### config.mk
export PLATFORM = sky130hd
export DESIGN_NAME = hlsm_run_sequencer
export DESIGN_NICKNAME = d
export VERILOG_FILES = /design/src/rtl/hlsm_seq_pkg.sv /design/src/rtl/hlsm_rsp_fifo.sv /design/src/rtl/hlsm_run_sequencer.sv
export SDC_FILE = /design/constraint.sdc
export NUM_CORES = 1
export LEC_CHECK = 0
export CORE_ASPECT_RATIO = 0.9
export CORE_MARGIN = 2
export CORE_UTILIZATION = 52
export DETAILED_ROUTE_END_ITERATION = 8
export GPL_ROUTABILITY_DRIVEN = 0
export PLACE_DENSITY_LB_ADDON = 0.3
export SETUP_SLACK_MARGIN = 0.05
export SKIP_LAST_GASP = 1
export SYNTH_ARGS = -nofsm -noshare
export SYNTH_HDL_FRONTEND = slang
export SYNTH_SLANG_ARGS = --single-unit
### constraint.sdc
create_clock -name Clk -period 4.5 [get_ports Clk]
set_input_delay 0.45 -clock Clk [delete_from_list [all_inputs] [get_ports Clk]]
set_output_delay 0.45 -clock Clk [all_outputs]
set_load 0.02 [all_outputs]
### src/rtl/hlsm_seq_pkg.sv
// hlsm_seq_pkg: shared state enum, response entry type and default sizes for the HLSM run sequencer.
package hlsm_seq_pkg;
  localparam int DEF_WIDTH   = 32;
  localparam int DEF_LATENCY = 10;
  localparam int DEF_TIMEOUT = 40;
  localparam int DEF_DEPTH   = 4;
  typedef enum logic [1:0] {IDLE, LAUNCH, WAIT} state_t;
  typedef struct packed {
    logic signed [DEF_WIDTH-1:0] z;
    logic signed [DEF_WIDTH-1:0] x;
    logic                        timeout;
`ifdef HLSM_SEQ_LATCHK_EN
    logic [7:0]                  cycles;
`endif
  } rsp_entry_t;
endpackage

### src/rtl/hlsm_rsp_fifo.sv
// hlsm_rsp_fifo: first-word-fall-through FIFO of W-bit entries with full/empty flags.
module hlsm_rsp_fifo #(
  parameter int W     = 65,
  parameter int DEPTH = 4
) (
  input  logic         clk,
  input  logic         rst,
  input  logic         push,
  input  logic [W-1:0] din,
  input  logic         pop,
  output logic [W-1:0] dout,
  output logic         full,
  output logic         empty
);
  localparam int AW = $clog2(DEPTH);
  logic [W-1:0] mem [DEPTH];
  logic [AW:0]  wp, rp;
  logic         do_pop, do_push;
  assign empty   = wp == rp;
  assign full    = wp[AW] != rp[AW] && wp[AW-1:0] == rp[AW-1:0];
  assign dout    = mem[rp[AW-1:0]];
  assign do_pop  = pop && !empty;
  assign do_push = push && (!full || do_pop);
  always_ff @(posedge clk) begin
    if (rst) begin
      wp <= '0;
      rp <= '0;
    end else begin
      if (do_push) wp <= wp + 1'b1;
      if (do_pop) rp <= rp + 1'b1;
    end
  end
  always_ff @(posedge clk)
    if (do_push) mem[wp[AW-1:0]] <= din;
endmodule

### src/rtl/hlsm_run_sequencer.sv
// hlsm_run_sequencer: launches one HLSM run at a time, waits for Done with timeout, queues results.
// Define HLSM_SEQ_LATCHK_EN to record the measured Start-to-Done count per entry (rsp_cycles/rsp_late).
module hlsm_run_sequencer
  import hlsm_seq_pkg::*;
#(
  parameter int WIDTH   = DEF_WIDTH,
  parameter int LATENCY = DEF_LATENCY,
  parameter int TIMEOUT = DEF_TIMEOUT,
  parameter int DEPTH   = DEF_DEPTH
) (
  input  logic                    Clk,
  input  logic                    Rst,
  input  logic                    req_valid,
  output logic                    req_ready,
  input  logic signed [WIDTH-1:0] req_a,
  input  logic signed [WIDTH-1:0] req_b,
  input  logic signed [WIDTH-1:0] req_c,
  input  logic signed [WIDTH-1:0] req_one,
  output logic                    Start,
  output logic signed [WIDTH-1:0] a,
  output logic signed [WIDTH-1:0] b,
  output logic signed [WIDTH-1:0] c,
  output logic signed [WIDTH-1:0] one,
  input  logic                    Done,
  input  logic signed [WIDTH-1:0] z_in,
  input  logic signed [WIDTH-1:0] x_in,
  output logic                    rsp_valid,
  input  logic                    rsp_ready,
  output logic signed [WIDTH-1:0] rsp_z,
  output logic signed [WIDTH-1:0] rsp_x,
  output logic                    rsp_timeout,
  output logic                    busy
`ifdef HLSM_SEQ_LATCHK_EN
  ,
  output logic [7:0]              rsp_cycles,
  output logic                    rsp_late
`endif
);
  localparam int CW = $clog2((TIMEOUT > LATENCY ? TIMEOUT : LATENCY) + 1);
  typedef struct packed {
    logic signed [WIDTH-1:0] z;
    logic signed [WIDTH-1:0] x;
    logic                    timeout;
`ifdef HLSM_SEQ_LATCHK_EN
    logic [7:0]              cycles;
`endif
  } entry_t;
  state_t        state, state_n;
  logic [CW-1:0] cnt;
  logic          accept, timed_out, push, full, empty;
  entry_t        push_d, head;
  assign req_ready = state == IDLE && !full;
  assign accept    = req_valid && req_ready;
  assign timed_out = cnt == CW'(TIMEOUT);
  always_ff @(posedge Clk) begin
    if (Rst) begin
      state <= IDLE;
      cnt   <= '0;
      a     <= '0;
      b     <= '0;
      c     <= '0;
      one   <= '0;
    end else begin
      state <= state_n;
      cnt   <= state == LAUNCH ? CW'(1) : (state == WAIT && !timed_out) ? cnt + 1'b1 : cnt;
      if (accept) begin
        a   <= req_a;
        b   <= req_b;
        c   <= req_c;
        one <= req_one;
      end
    end
  end
  // Done takes priority over the timeout when both land in the same WAIT cycle.
  always_comb begin
    state_n        = state == IDLE   ? (accept ? LAUNCH : IDLE) :
                     state == LAUNCH ? WAIT :
                     (Done || timed_out) ? IDLE : WAIT;
    push           = state == WAIT && (Done || timed_out);
    push_d         = '0;
    push_d.z       = Done ? z_in : '0;
    push_d.x       = Done ? x_in : '0;
    push_d.timeout = !Done;
`ifdef HLSM_SEQ_LATCHK_EN
    push_d.cycles  = 8'(cnt);
`endif
  end
  assign Start = state == LAUNCH;
  assign busy  = state != IDLE;
  hlsm_rsp_fifo #(.W($bits(entry_t)), .DEPTH(DEPTH)) u_fifo (
    .clk  (Clk),
    .rst  (Rst),
    .push (push),
    .din  (push_d),
    .pop  (rsp_ready),
    .dout (head),
    .full (full),
    .empty(empty)
  );
  assign rsp_valid   = !empty;
  assign rsp_z       = head.z;
  assign rsp_x       = head.x;
  assign rsp_timeout = head.timeout;
`ifdef HLSM_SEQ_LATCHK_EN
  assign rsp_cycles  = head.cycles;
  assign rsp_late    = head.cycles != 8'(LATENCY);
`endif
endmodule

==> metrics.cfg, run 1 <==
[floorplan]
dieArea_sq_mm=0.0303
die-width_microns=183
core_area_sq_mm=0.0286
dieHeight_microns=165

[final_timing]
rsz0062_at_grt=no
setup_tns_ps=0
finalCriticalPeriod_ps=3340
worst_pin_slew_ps=1030
hold_viol_final=0
clock_skew_ps=11.4
finalCritPeriodShare_pct=74.3
setup_violations=0
holdWs_ps=451

[clock_tree]
cts_tree=built
htree_levels=2
clk_pin_slew_ps=60
insertion_delay_ps=530
cts_inserted_buffers=40
clock-sinks=404
hold_buffers=0
cts-resized-gates=0
clk_path_buf_depth=3

[drt]
avgViaCountPerCell=5.33
drtAntennaViolNets=0
drc=0
dr.first_iter.drc_count=653

[critical_path]
r2r_slack_ps=1860
cp.required_ps=4050
r2r.worst_path.cells=3
cpPeakStageDelay_ps=830
path_cells=buf_12 -> mux4_2 -> clkdlybuf4s50_1
endpoint=rsp_z[22]
startpoint_type=flop
cp.arrival_ps=2890
cpMaxStageDelayCell=dfxtp_4
critical_path_class=reg2out
cp_num_buf_inv=2

[logic_synthesis]
edf_count=260
common_cells=edfxtp_1 (260), nand2_1 (260), dfxtp_1 (144)
yosysUniqueCellTypes=38
yosys-stat-area_sq_mm=0.0150
yosysTopAreaCellShare_pct=51.9
yosysCellCount=1068
xor_area_share_pct=0.466
ys_seq_share_pct=71.1
synth_top_cell_by_area=edfxtp_1
netlist_area_sq_mm=0.0150
avgSynthCellArea_sq_um=14.1
ys_sh_mux_pct=9.98
fp_nets=1272
ys_sh_adder_pct=0.583
aoi_share_pct=5.35

[placed_design]
dp.cells=1767
port_buffers=393

[layout]
fillCellCount=1912
fin_nets=1647
syn_to_final_growth_pct=37.1
fin_util_pct=72.0
comb_area_sq_mm=0.00405
instances_no_fill=1851

[power]
p_total_mw=8.37
power_leader=registers
power.internal_mw=6.49
clk-power_mw=3.40
pg_comb_mw=0.878
pg_seq_mw=4.09
p_sw_mw=1.88
p_sw_share_pct=22.5
powerDensity_mw_per_mm2=406

[grt]
grt_use_met3_pct=9.17
grt_pass1_wl_mm=56.3
grt.busiest_layer=met2
grtUsageTotal_pct=24.5
grt_overflow=0

[flow_run]
warnings=33

[outcome]
status=completed

[worst_hold_path]
min_path_type=reg2reg

==> run 1: cells in the final DEF, fill, tap and decap left out, drive strengths merged, types with 3 or more instances in the layout <==
master / synthesis / final
nand2: 260 / 260
dfxtp: 144 / 144
mux4: 65 / 65
edfxtp: 260 / 260
and2: 64 / 64
clkdlybuf4s50: 0 / 391
xor2: 7 / 7
clkinv: 0 / 14
bufinv: 0 / 5
nand4: 3 / 3
inv: 8 / 11
o21ai: 3 / 3
and3: 5 / 5
diode: 0 / 10
nor2b: 4 / 4
ha: 7 / 7
a21oi: 134 / 134
nand3: 4 / 4
buf: 36 / 9
clkbuf: 31 / 50
nor2: 11 / 11
==> run 1: layout make-up <==
type,count,area share [%]
well taps,366,2.22
inverters,8,0.146
repair buffers,400,19.4
diodes,10,0.121
multi-input cells,589,19.7
clock inverters,24,1.24
clock buffers,50,5.29
flip-flops and latches,404,51.9
==> run 1: per-layer routing <==
| metal | wire length, microns | vias up |
|---|---|---|
| met2 | 19000 | 373 |
| met5 | 0 | - |
| met1 | 14000 | 4819 |
| li1 | - | 4613 |
| met4 | 1080 | 0 |
| met3 | 3670 | 69 |
==> run 1: sequential cells by signal (all words and copies together) (netlist names), named ones only <==
| register | count |
|---|---|
| one | 32 |
| b | 32 |
| a | 32 |
| u_fifo.mem | 260 |
| state | 2 |
| c | 32 |
| u_fifo.wp | 3 |
| u_fifo.rp | 3 |
| cnt | 6 |
==> run 1: how the worst min path moves through the flow <==
stage	to	from	cells past startpoint	slack [ps]
finish	b[22]	b[22]	2	450
global route	one[25]	req_one[25]	3	470
CTS	c[5]	c[5]	2	450
detailed placement	b[22]	b[22]	2	450
global placement	a[17]	a[17]	2	440
floorplan	u_fifo.wp[0]	u_fifo.wp[0]	2	510
Run 1, M1 wires:
Scale bar: 50 microns. Supply wires on this layer in grey.
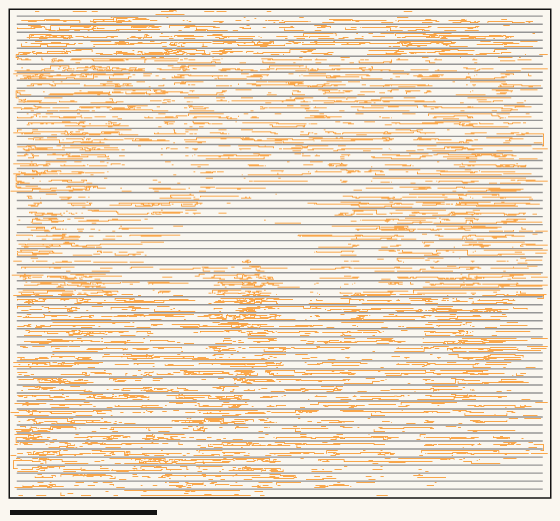
longest straight run: 52.0 microns
wire length on this layer: 14000 microns
nets with wire on the layer: 1476
Vias: 9874
met1 Track Usage GR: 28.3%
Detailed Route WL: 37.8 mm

Run 1, M3 wires:
Cells faint in the background.
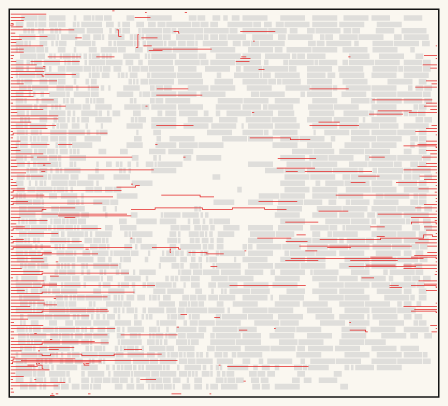
main direction: horizontal
longest straight run: 66.7 microns
nets with wire on the layer: 243
wire length on this layer: 3670 microns

Run 1, M2 wires:
Scale bar: 50 microns.
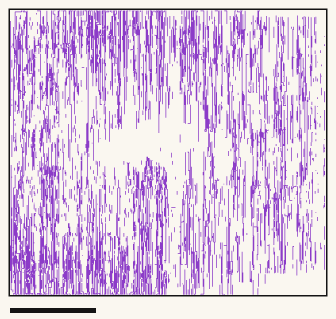
main direction: vertical
share of all routed wire: 50%
wire length on this layer: 19000 microns
met2 Track Usage GR: 41.8%

==> run 2, diff against run 1 <==
--- a/config.mk
+++ b/config.mk
@@ -7,7 +7,7 @@
 export LEC_CHECK = 0
 export CORE_ASPECT_RATIO = 0.9
 export CORE_MARGIN = 2
-export CORE_UTILIZATION = 52
+export CORE_UTILIZATION = 49
 export DETAILED_ROUTE_END_ITERATION = 8
 export GPL_ROUTABILITY_DRIVEN = 0
 export PLACE_DENSITY_LB_ADDON = 0.3
==> constraint.sdc (replaced) <==
create_clock -name Clk -period 3.1 [get_ports Clk]
set_input_delay 0.31 -clock Clk [delete_from_list [all_inputs] [get_ports Clk]]
set_output_delay 0.31 -clock Clk [all_outputs]
set_load 0.02 [all_outputs]
Run 2, routing congestion:
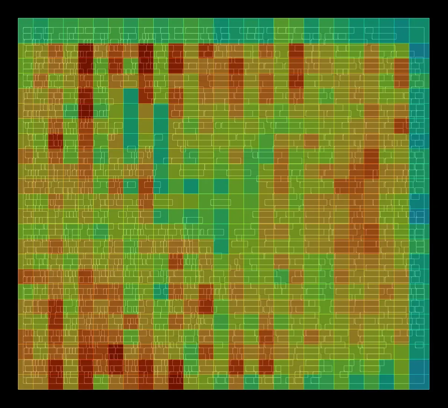
grt peak-use layer: met2
met3 Use GR: 9.61%

Run 2, M2 wires:
Scale bar: 50 microns.
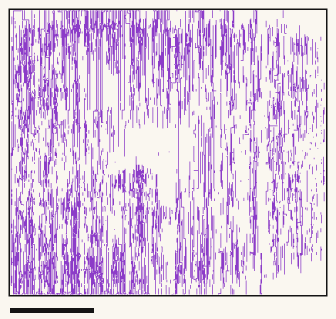
main direction: vertical
longest straight run: 81.8 microns

Run 2, M1 wires:
Scale bar: 50 microns. Supply wires on this layer in grey.
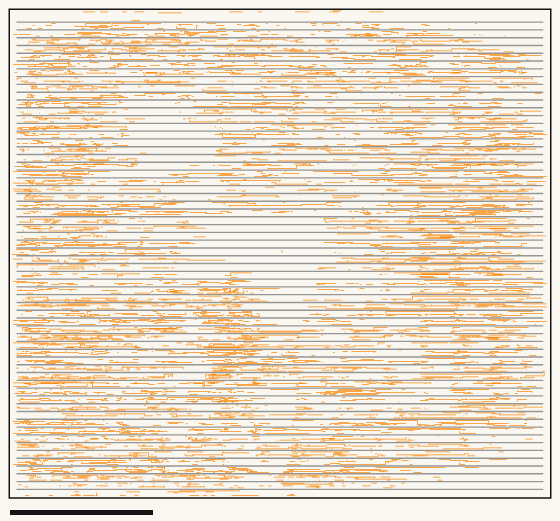
wire length on this layer: 14200 microns
main direction: horizontal
nets with wire on the layer: 1466
share of all routed wire: 37%
longest straight run: 45.8 microns
Detailed Route WL: 38.7 mm
met1 Track Usage GR: 28.2%

==> run 2 against run 1 <==
Via count up 1.9%. Sequential share of layout area down 0.31 points. Sequential power increased by 45%. Design area is 0.57% higher. Largest power group unchanged. Count of clock-buffer cells in the layout unchanged. Hold slack got worse by 200 ps. Non-clock buffer count rose by 12. Setup slack lost 930 ps. Register-to-register slack worse by 1200 ps.
==> metrics.cfg, run 2 <==
[outcome]
status=completed  ; unchanged

[floorplan]
die-width_microns=189  ; was 183 microns
core_area_sq_mm=0.0300  ; was 0.0286 sq mm
row_count=60  ; was 59
dieArea_sq_mm=0.0321  ; was 0.0303 sq mm
io-pin-count=394  ; unchanged
fp_util_pct=50.1  ; was 52.5%
dieHeight_microns=170  ; was 165 microns

[logic_synthesis]
ys.flops=404  ; unchanged
synth-main-ff-cell=edfxtp_1  ; unchanged
ys_sh_mux_pct=9.98  ; unchanged
synth.logic.top_family=simple AND/OR/NAND/NOR gates  ; unchanged
area_leaders=edfxtp_1 (52%), dfxtp_1 (19%), mux4_2 (9.7%)  ; unchanged
edf_count=260  ; unchanged
synth_top_cell_by_area=edfxtp_1  ; unchanged
ys_sh_simple_pct=10.3  ; unchanged
xor_area_share_pct=0.466  ; unchanged
ys_sh_adder_pct=0.583  ; unchanged
fp_nets=1272  ; unchanged
common_cells=edfxtp_1 (260), nand2_1 (260), dfxtp_1 (144)  ; unchanged
yosys_warnings=0  ; unchanged
yosysUniqueCellTypes=38  ; unchanged
synthArstFlopShare_pct=0  ; unchanged
yosys-stat-area_sq_mm=0.0150  ; unchanged
netlist_area_sq_mm=0.0150  ; unchanged
postSynthCellCount=1068  ; unchanged
yosysCellCount=1068  ; unchanged
yosysTopAreaCellShare_pct=51.9  ; unchanged
ys_seq_share_pct=71.1  ; unchanged
avgSynthCellArea_sq_um=14.1  ; unchanged
aoi_share_pct=5.35  ; unchanged

[clock_tree]
insertion_delay_ps=530  ; about the same
cts_setup_buffers=0  ; unchanged
cts_root_buf=clkbuf_16  ; unchanged
clk_pin_slew_ps=60  ; about the same
cts_inserted_buffers=40  ; unchanged
cts_tree=built  ; unchanged
cts-resized-gates=0  ; unchanged
clk_path_buf_depth=3  ; unchanged
htree_levels=2  ; unchanged
clock-sinks=404  ; unchanged
hold_buffers=0  ; unchanged

[critical_path]
cp.arrival_ps=2560  ; was 2890 ps
cpMaxStageDelayCell=dfxtp_4  ; unchanged
cp_max_fo=19  ; was 36
startpoint_type=flop  ; unchanged
crit_family=buffers and inverters  ; unchanged
r2r.worst_path.cells=4  ; was 3
critical_path_class=reg2out  ; unchanged
r2r_slack_ps=700  ; was 1860 ps
cp_num_buf_inv=2  ; unchanged
cp.required_ps=2790  ; was 4050 ps
cpPeakStageDelay_ps=600  ; was 830 ps
path_cells=buf_4 -> mux4_2 -> clkdlybuf4s50_1  ; was buf_12 -> mux4_2 -> clkdlybuf4s50_1
r2r-end=u_fifo.mem[3][61]  ; was u_fifo.mem[0][10]
rr_startpoint=u_fifo.wp[1]  ; unchanged
critPathCaptureType=primary output  ; unchanged

[power]
p_leak_nw=7.05  ; was 7.01 nW
p_total_mw=11.8  ; was 8.37 mW
ir_drop_mv=0.376  ; was 0.288 mV
powerDensity_mw_per_mm2=572  ; was 406 mW/mm^2

[worst_hold_path]
holdPathEnd=state[0]  ; was b[22]
holdPathStages=2  ; unchanged
min_path_type=in2reg  ; was reg2reg
min_from=Rst  ; was b[22]

[drt]
num_vias=10100  ; was 9874
avgViaCountPerCell=5.31  ; was 5.33
wl_per_cell_microns=20.4  ; about the same
drtAntennaViolNets=0  ; unchanged
dr.first_iter.drc_count=628  ; was 653
dr.pass1.iters=5  ; was 4
drc=0  ; unchanged

[layout]
drive_gt1_share_pct=10.6  ; was 9.83%
fin_util_pct=69.0  ; was 72.0%
largest_register_ffs=260  ; unchanged
seqCellArea_sq_mm=0.0107  ; about the same
fin_area_sq_mm=0.0207  ; was 0.0206 sq mm
instances_no_fill=1895  ; was 1851
layout_top_cell=clkdlybuf4s50_1  ; unchanged
syn_to_final_growth_pct=37.9  ; was 37.1%
most-common-layout-cells=clkdlybuf4s50_1 (391), nand2_1 (260), edfxtp_1 (260)  ; unchanged
fillCellCount=2072  ; was 1912
comb_area_sq_mm=0.00404  ; was 0.00405 sq mm
fin_nets=1659  ; was 1647

[final_timing]
clock_skew_ps=14.9  ; was 11.4 ps
setup_tns_ps=0  ; unchanged
rsz0062_at_grt=no  ; unchanged
hold_viol_final=0  ; unchanged
drv_slew=0  ; unchanged
worst_pin_slew_ps=667  ; was 1030 ps
finalCriticalPeriod_ps=2870
max_freq_mhz=348
finalCritPeriodShare_pct=92.6
holdWs_ps=256  ; was 451 ps
final.setup.worst_slack_ps=230  ; was 1160 ps
setup_violations=0  ; unchanged
slew_headroom_pct=55.4  ; was 31.5%

[placed_design]
port_buffers=393  ; unchanged
dp_hpwl_mm=26.3  ; was 24.0 mm
dp.cells=1816  ; was 1767
place_ws_ps=732  ; was 1640 ps
place_area_sq_mm=0.0195  ; was 0.0192 sq mm

[flow_run]
warnings=30  ; was 33
max_cap_violations=0  ; unchanged

[grt]
first_global_vias=10200  ; was 10000
grt_overflow=0  ; unchanged
antenna_found_initial=5  ; was 9
grt_max_degree=85  ; was 130
grt_pass1_wl_mm=58.1  ; was 56.3 mm
grtUsageTotal_pct=23.7  ; was 24.5%

-- run 2: netlist changes by cell type in the layout (fill, tap and decap cells not counted), moves of 3 or more --
cell	before	now
and3_2	0	3
and3_4	4	1
buf_12	2	9
buf_4	6	11
bufinv_16	5	1
clkinvlp_4	2	5
diode_2	10	5
-- run 2: worst max-delay path by stage --
stage	start	endpoint	slack, ps	cells after the start
floorplan	u_fifo.wp[1]	u_fifo.mem[0][0]	760	3
global placement	flop	rsp_z[2]	730	3
CTS	flop	rsp_x[17]	160	3
global route	flop	rsp_x[12]	80	3
detailed placement	flop	rsp_x[5]	730	3
finish	flop	rsp_x[5]	230	3
-- run 2: cells by family after synthesis --
group / Yosys count
compound gates: 150
xor+xnor: 8
flops: 404
simple gates: 356
buf+inv: 75
fa+ha+maj: 7
mux: 68
-- run 2: final cells by class --
cell class / count / area share, %
diodes: 5 / 0.0604
flip-flops and latches: 404 / 51.6
clock inverters: 24 / 0.803
well taps: 403 / 2.43
clock buffers: 50 / 5.31
repair buffers: 412 / 20.2
inverters: 8 / 0.145
multi-input cells: 589 / 19.5
-- run 2: routing by layer --
metal,track usage (%),part of all wire (%),vias up
met4,7.98,2.7,0
met3,9.61,11,67
met5,0,0,-
met2,39.5,50,426
met1,28.2,37,4939
li1,-,-,4625
-- run 2: power by group --
| part | switching [mW] | total [mW] | internal [mW] |
|---|---|---|---|
| clock network | 2.00 | 4.62 | 2.62 |
| logic | 0.641 | 1.30 | 0.656 |
| registers | 0.0770 | 5.93 | 5.85 |
| total | 2.72 | 11.8 | 9.13 |
==> run 3, diff against run 2 <==
--- a/config.mk
+++ b/config.mk
@@ -7,8 +7,9 @@
 export LEC_CHECK = 0
 export CORE_ASPECT_RATIO = 0.9
 export CORE_MARGIN = 2
-export CORE_UTILIZATION = 49
+export CORE_UTILIZATION = 60
 export DETAILED_ROUTE_END_ITERATION = 8
+export DONT_BUFFER_PORTS = 1
 export GPL_ROUTABILITY_DRIVEN = 0
 export PLACE_DENSITY_LB_ADDON = 0.3
 export SETUP_SLACK_MARGIN = 0.05
Run 3, M1 wires:
Scale bar: 50 microns. Supply wires on this layer in grey.
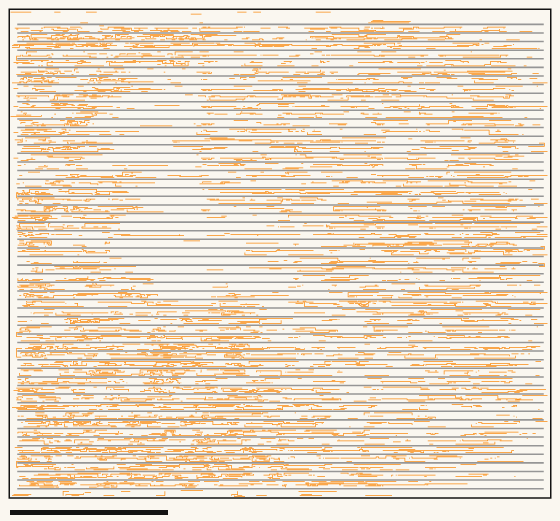
main direction: horizontal
longest straight run: 36.8 microns
nets with wire on the layer: 1295

Run 3, routing congestion:
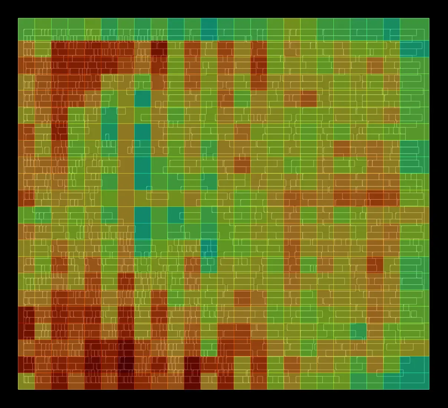
per-cell routed wire length: 24.0 microns
met1 Track Usage GR: 31.8%
final design utilization: 73.5%

Run 3, M3 wires:
Cells faint in the background.
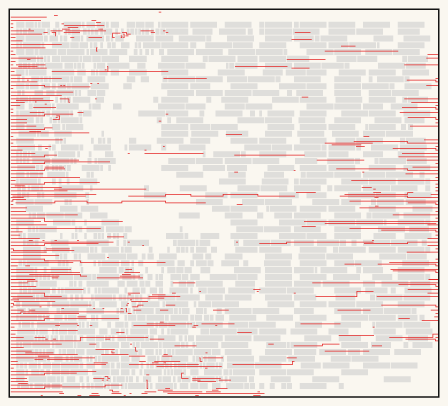
longest straight run: 60.3 microns
main direction: horizontal
met3 Use GR: 11.6%
Detailed Route WL: 37.4 mm
Vias: 9380

==> run 3 against run 2 <==
Flip-flop count did not move. Die area fell by 18%. Clock power barely moved. Global-route usage rose by 4.3 points. Count of clock-buffer cells in the layout rose by 7. Area after synthesis did not move. Sequential power rose by 3%. Non-clock buffer count fell by 271. Hold slack got worse by 230 ps. Power fell by 3.1%. Wire length fell by 3.1%. Largest power group unchanged.
==> metrics.cfg, run 3 <==
[layout]
syn_to_final_growth_pct=19.5  ; was 37.9%
fin_nets=1388  ; was 1659
largest_register_ffs=260  ; unchanged
instances_no_fill=1559  ; was 1895
fin_area_sq_mm=0.0180  ; was 0.0207 sq mm
drive_gt1_share_pct=11.9  ; was 10.6%
most-common-layout-cells=nand2_1 (260), edfxtp_1 (260), dfxtp_1 (142)  ; was clkdlybuf4s50_1 (391), nand2_1 (260), edfxtp_1 (260)

[logic_synthesis]
area_leaders=edfxtp_1 (52%), dfxtp_1 (19%), mux4_2 (9.7%)  ; unchanged
synth-main-ff-cell=edfxtp_1  ; unchanged
ys.flops=404  ; unchanged
synth_top_cell_by_area=edfxtp_1  ; unchanged
yosys-stat-area_sq_mm=0.0150  ; unchanged
postSynthCellCount=1068  ; unchanged
netlist_area_sq_mm=0.0150  ; unchanged
yosysTopAreaCellShare_pct=51.9  ; unchanged
common_cells=edfxtp_1 (260), nand2_1 (260), dfxtp_1 (144)  ; unchanged
fp_nets=1272  ; unchanged
yosysUniqueCellTypes=38  ; unchanged
synthArstFlopShare_pct=0  ; unchanged
ys_seq_share_pct=71.1  ; unchanged
avgSynthCellArea_sq_um=14.1  ; unchanged
yosysCellCount=1068  ; unchanged
edf_count=260  ; unchanged
yosys_warnings=0  ; unchanged

[critical_path]
cp.required_ps=3560  ; was 2790 ps
cp.arrival_ps=3230  ; was 2560 ps
critPathCaptureType=flop  ; was primary output
cp_max_fo=93  ; was 19
critical_path_class=reg2reg  ; was reg2out
startpoint_type=flop  ; unchanged

[clock_tree]
htree_levels=2  ; unchanged
insertion_delay_ps=530  ; about the same
cts_root_buf=clkbuf_16  ; unchanged
cts_inserted_buffers=40  ; unchanged
clk_path_buf_depth=3  ; unchanged
cts_setup_buffers=0  ; unchanged
clk_pin_slew_ps=60  ; about the same
clock-sinks=404  ; unchanged
cts_tree=built  ; unchanged

[final_timing]
drv_slew=0  ; unchanged
setup_tns_ps=0  ; unchanged
slew_headroom_pct=46.3  ; was 55.4%
finalCriticalPeriod_ps=2770  ; was 2870 ps
hold_viol_final=0  ; unchanged
rsz0062_at_grt=no  ; unchanged
setup_violations=0  ; unchanged
max_freq_mhz=361  ; was 348 MHz
clock_skew_ps=11.4  ; was 14.9 ps
final.setup.worst_slack_ps=329  ; was 230 ps
finalCritPeriodShare_pct=89.4  ; was 92.6%
worst_pin_slew_ps=803  ; was 667 ps
holdWs_ps=29.4  ; was 256 ps

[drt]
dr_wl_met2_mm=18.6  ; was 19.2 mm
dr.pass1.iters=6  ; was 5
drc=0  ; unchanged
wirelength_met1_mm=13.0  ; was 14.2 mm
drtAntennaViolNets=0  ; unchanged
maxUsedRoutingLayer=met5  ; was met4
dr_wl_met3_mm=4.26  ; was 4.24 mm
avgViaCountPerCell=6.02  ; was 5.31
dr.first_iter.drc_count=732  ; was 628

[placed_design]
dp.cells=1348  ; was 1816
place_area_sq_mm=0.0154  ; was 0.0195 sq mm
dp_hpwl_mm=21.4  ; was 26.3 mm
place_ws_ps=724  ; was 732 ps
port_buffers=0  ; was 393

[power]
p_leak_nw=6.08  ; was 7.05 nW
powerDensity_mw_per_mm2=639  ; was 572 mW/mm^2
ir_drop_mv=0.440  ; was 0.376 mV
p_total_mw=11.5  ; was 11.8 mW

[worst_hold_path]
min_path_type=in2reg  ; unchanged

[grt]
grt.busiest_layer=met2  ; unchanged
gr-usage-met2_pct=46.4  ; was 39.5%
first_global_vias=9636  ; was 10200
grt_overflow=0  ; unchanged
antenna_found_initial=9  ; was 5
grt_max_degree=142  ; was 85
grt_pass1_wl_mm=55.4  ; was 58.1 mm
grtUsageTotal_pct=28.0  ; was 23.7%

[floorplan]
row_count=54  ; was 60
core_area_sq_mm=0.0245  ; was 0.0300 sq mm
die-width_microns=171  ; was 189 microns
dieHeight_microns=154  ; was 170 microns
io-pin-count=394  ; unchanged
dieArea_sq_mm=0.0263  ; was 0.0321 sq mm
fp_util_pct=61.5  ; was 50.1%

[flow_run]
max_cap_violations=0  ; unchanged
warnings=36  ; was 30

[outcome]
status=completed  ; unchanged

[run 3: cell counts after synthesis]
No cell type changed its count.
[run 3: power by group]
group / total (mW) / internal, mW / switching, mW
clock: 4.64 / 2.70 / 1.94
combinational: 0.747 / 0.308 / 0.439
sequential: 6.10 / 5.85 / 0.246
total: 11.5 / 8.86 / 2.63
[run 3: final cells by class]
cell class | count | area (sq um)
Multi-Input combinational cell | 589 | 4040
Inverter | 8 | 30.0
Tap cell | 336 | 420
Clock buffer | 57 | 1120
Antenna cell | 8 | 20.0
Timing Repair Buffer | 141 | 1500
Sequential cell | 404 | 10700
Fill cell | 1492 | 6490
Clock inverter | 16 | 136
[run 3: worst max-delay path, cell delays in order, from the launching register on]
cell           delay [ps]
dfxtp_1               400
xor2_1                540
o311a_4               550
buf_12                400
nand2_1               110
a21oi_1               130
dlygate4sd3_1         550
[run 3: path summary, 6_finish.rpt]
check          startpoint  slack [ps]           end  depth (start not counted)
max          u_fifo.wp[1]         330         a[31]                          6
min reg2reg  u_fifo.wp[1]         560  u_fifo.wp[1]                          2
min                   Rst          30  u_fifo.wp[2]                          2
max reg2reg  u_fifo.wp[1]         330         a[31]                          6
[run 3: cells by family (layout without fill, tap and decap cells)]
kind of cell,count (synthesis),in the layout,share of synthesized area [%]
AND/OR/NAND/NOR,356,356,10.3
other,0,8,0
buffers and inverters,75,222,2.16
multiplexers,68,68,9.98
flip-flops,404,404,71.1
adder cells (fa/ha/maj),7,7,0.583
XOR/XNOR,8,8,0.466
AND-OR/OR-AND,150,150,5.35
[run 3: timing repair]
action | 4_1_cts | 5_1_grt
hold endpoints to repair | 142 | 0
gates resized | 0 | 0
hold buffers | 130 | 0
Power figures rest on the tool's default switching activity, not on a simulated workload.
